File: src/rtl/arm_pipe_pkg.sv
// Shared pipeline definitions for the IF/ID fetch queue.
// Holds the stored entry type and the default queue depth.
package arm_pipe_pkg;

   // Default number of buffered fetch entries.
   localparam int IF_ID_DEPTH = 4;

   // Storage width of the PC and instruction fields. This is the widest supported WIDTH.
   // Narrower WIDTH values are zero-extended into these fields.
   localparam int IF_ID_WIDTH = 32;

   // One buffered fetch beat.
   typedef struct packed {
      logic [IF_ID_WIDTH-1:0] pc;
      logic [IF_ID_WIDTH-1:0] instruction;
   } fetch_entry_t;

endpackage

File: src/rtl/if_id_queue_mem.sv
// Entry storage for the IF/ID queue: DEPTH x fetch_entry_t.
// One synchronous write port and one asynchronous read port.
// Contents are never reset, so a reset costs no write cycles.
module if_id_queue_mem
   import arm_pipe_pkg::*;
#(
   parameter int DEPTH = IF_ID_DEPTH,
   parameter int PW    = (DEPTH > 1) ? $clog2(DEPTH) : 1
) (
   input  logic          clk,
   input  logic          i_we,
   input  logic [PW-1:0] i_waddr,
   input  fetch_entry_t  i_wdata,
   input  logic [PW-1:0] i_raddr,
   output fetch_entry_t  o_rdata
);

   fetch_entry_t r_mem [DEPTH];

   // Write the pushed entry at the write pointer on the clock edge.
   always_ff @(posedge clk) begin
      if (i_we) begin
         r_mem[i_waddr] <= i_wdata;
      end
   end

   assign o_rdata = r_mem[i_raddr];

endmodule

File: src/rtl/if_id_queue.sv
// IF/ID fetch queue: buffers fetched {pc, instruction} beats between
// the fetch and decode stages, with flush for taken branches.
// Optional feature macro: IF_ID_QUEUE_BYPASS_EN. When defined, an empty queue
// forwards an input beat straight to out_* in the same cycle if decode
// is ready; without it there is no combinational in_* -> out_* path.
// Handshake: a beat moves on an interface only in a cycle where its valid and
// ready are both high at the rising edge. flush suppresses both sides.
// WIDTH must not exceed arm_pipe_pkg::IF_ID_WIDTH.
module if_id_queue
   import arm_pipe_pkg::*;
#(
   parameter int DEPTH = IF_ID_DEPTH,
   parameter int WIDTH = 32
) (
   input  logic                     clk,
   input  logic                     rst,
   input  logic                     flush,
   input  logic                     in_valid,
   input  logic [WIDTH-1:0]         in_pc,
   input  logic [WIDTH-1:0]         in_instruction,
   output logic                     in_ready,
   output logic                     out_valid,
   output logic [WIDTH-1:0]         out_pc,
   output logic [WIDTH-1:0]         out_instruction,
   input  logic                     out_ready,
   output logic [$clog2(DEPTH):0]   count
);

   localparam int PW = (DEPTH > 1) ? $clog2(DEPTH) : 1;
   localparam int CW = $clog2(DEPTH) + 1;

   logic [PW-1:0] r_wr_ptr;
   logic [PW-1:0] r_rd_ptr;
   logic [CW-1:0] r_count;

   logic          w_push;
   logic          w_pop;
   logic          w_bypass;
   logic          w_nonempty;
   fetch_entry_t  w_in_entry;
   fetch_entry_t  w_head;

   assign w_in_entry.pc          = IF_ID_WIDTH'(in_pc);
   assign w_in_entry.instruction = IF_ID_WIDTH'(in_instruction);

   assign w_nonempty = (r_count != '0);

`ifdef IF_ID_QUEUE_BYPASS_EN
   assign w_bypass = !w_nonempty && in_valid && out_ready && !flush;
`else
   assign w_bypass = 1'b0;
`endif

   // Full is judged on the registered count only, so a pop in the same
   // cycle does not open a slot; this keeps in_ready free of out_ready.
   assign in_ready  = (r_count < CW'(DEPTH));
   assign out_valid = (w_nonempty || w_bypass) && !flush;
   assign count     = r_count;

   // A bypassed beat is consumed directly and never written.
   assign w_push = in_valid && in_ready && !flush && !w_bypass;
   assign w_pop  = w_nonempty && out_ready && !flush;

   if_id_queue_mem #(
      .DEPTH (DEPTH),
      .PW    (PW)
   ) u_mem (
      .clk     (clk),
      .i_we    (w_push),
      .i_waddr (r_wr_ptr),
      .i_wdata (w_in_entry),
      .i_raddr (r_rd_ptr),
      .o_rdata (w_head)
   );

   // Select the beat shown to decode: the stored head, or the input when bypassing.
   always_comb begin
      out_pc          = w_head.pc[WIDTH-1:0];
      out_instruction = w_head.instruction[WIDTH-1:0];
      if (w_bypass) begin
         out_pc          = in_pc;
         out_instruction = in_instruction;
      end
   end

   // Pointer and occupancy control; reset beats flush, flush beats push/pop.
   // Pointers wrap naturally because DEPTH is a power of two.
   always_ff @(posedge clk) begin
      if (!rst) begin
         r_wr_ptr <= '0;
         r_rd_ptr <= '0;
         r_count  <= '0;
      end else if (flush) begin
         r_wr_ptr <= '0;
         r_rd_ptr <= '0;
         r_count  <= '0;
      end else begin
         if (w_push) begin
            r_wr_ptr <= r_wr_ptr + PW'(1);
         end
         if (w_pop) begin
            r_rd_ptr <= r_rd_ptr + PW'(1);
         end
         case ({w_push, w_pop})
            2'b10:   r_count <= r_count + CW'(1);
            2'b01:   r_count <= r_count - CW'(1);
            default: r_count <= r_count;
         endcase
      end
   end

endmodule

File: config.mk
export PLATFORM = sky130hd
export DESIGN_NAME = if_id_queue
export DESIGN_NICKNAME = d
export VERILOG_FILES = /design/src/rtl/arm_pipe_pkg.sv /design/src/rtl/if_id_queue_mem.sv /design/src/rtl/if_id_queue.sv
export SDC_FILE = /design/constraint.sdc
export NUM_CORES = 1
export LEC_CHECK = 0
export ABC_AREA = 1
export CELL_PAD_IN_SITES_DETAIL_PLACEMENT = 0
export CELL_PAD_IN_SITES_GLOBAL_PLACEMENT = 1
export CORE_MARGIN = 10
export CORE_UTILIZATION = 35
export CTS_CLUSTER_SIZE = 40
export DETAILED_ROUTE_END_ITERATION = 6
export PLACE_DENSITY = 0.7
export SLEW_MARGIN = 20
export SYNTH_ARGS = -nofsm -noshare
export SYNTH_HDL_FRONTEND = slang
export SYNTH_SLANG_ARGS = --single-unit
File: constraint.sdc
create_clock -name clk -period 4.3 [get_ports clk]
set_clock_uncertainty 0.1 [all_clocks]
set_input_delay 0.645 -clock clk [delete_from_list [all_inputs] [get_ports clk]]
set_output_delay 0.645 -clock clk [all_outputs]
set_load 0.05 [all_outputs]
congestion_map.png
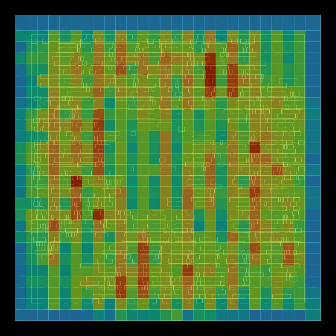
Core Util, Final: 45.0%
busiest metal layer after global routing: met2
global-route track usage on met1: 14.9%
met3 usage in global routing: 3.64%

m2.png
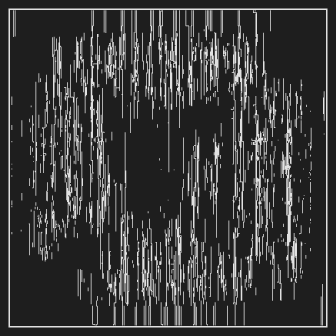
- wire length on this layer: 10800 um
- share of all routed wire: 49%
- nets with wire on the layer: 698
- main direction: vertical
- longest straight run: 70.2 um

==> flow_summary.yaml <==
# generated from flow reports
run_status:
  run_status: "completed"
timing:
  finalHoldViolations: 0
  timing_worst_slew_pin_value_ns: 0.714
  period_minus_slack_ns: 3.87
global_routing:
  grt_pass1_vias: 6118
  grtUsageTotal_pct: 12.1
yosys:
  yosys.area_share.aoi_pct: 10.8
  synth.yosys.seq_area_share_pct: 78.7
  top_cells_by_area: "edfxtp_1, nor2_1, o22ai_1"
  synth_cell_types: 20
  top_cells_by_count: "edfxtp_1, nor2_1, o21ai_0"
final_layout:
  n_all_inverters: 23
  mostFrequentLayoutCell: "edfxtp_1"
  layout_top_cells_excl_fill_tap: "edfxtp_1, clkdlybuf4s50_1, nor2_1, o21ai_0, o22ai_1"
  areaGrowthSynthToFinish_pct: 26.1
worst_setup_path:
  crit_required_ns: 3.56
  reg2reg_from: "count[2]$_SDFFE_PP0P_"
  worst_ep_arrival_time_ns: 3.12
  worst-path-max-fanout: 32
  critical_path.cell_chain: "inv_2, buf_4, o21ai_1, o22ai_1, clkdlybuf4s50_1"
  critical_path_class: "reg -> out"
die:
  fp-row-count: 61
detailed_routing:
  number_of_drc_violations_after_detailed_routing: 0
  drt-initial-drc-count: 352
  routed_wl_um: 22200
  drtPass1Iterations: 5
power:
  combPwrFrac_pct: 6.7
  power-top-group: "sequential cells"
  switching_share_pct: 21.0
  pwrdens_mw_per_mm2: 437
flow_run:
  max-cap-violations: 0
route_heat.png
Bar = 50 um. 38 x 38 tiles, from black (low) to pale yellow (high), scaled to the fullest tile. Values are wire area over tile area, all layers added.
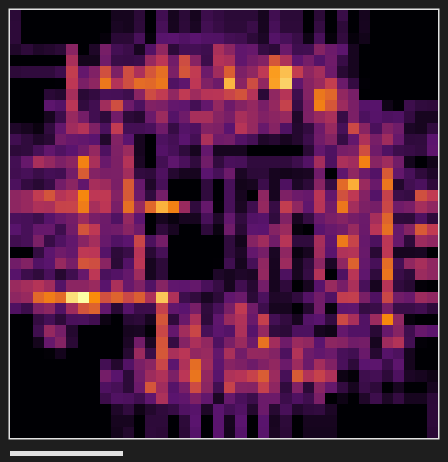
- fullest tile: 0.45
- tiles over half the peak: 8.4%
- mean over tiles: 0.099
- emptiest ninth of the die: lower left
- densest ninth of the die: middle left

routing by layer:
metal	up-vias	GRT usage, %	share of wire [%]
li1	2858	-	-
met1	2839	14.9	43
met2	127	20.4	49
met3	29	3.64	6.6
met4	4	2.81	1.4
met5	-	0	0.099
flip-flops by register name, summed over array words and instances (netlist names), named ones only:
name and count:
count 3, r_rd_ptr 2, r_wr_ptr 2, u_mem.r_mem 256
metrics by stage:
stage	power (W)	setup TNS, ns	hold WS (ns)
global route	0.00570	0	0.406
finish	0.00550	0	0.370
floorplan	0.00314	-66.30	0.343
CTS	0.00557	0	0.372
detailed placement	0.00332	0	0.362
global placement	0.00332	0	0.356
worst max-delay path, delay by kind of cell, from the launching register on:
family / cells / cell delay [ns]
buf+inv: 3 / 1.80
compound gates: 2 / 0.27
flops: 1 / 0.51
Power is estimated from default activity; no workload was simulated.
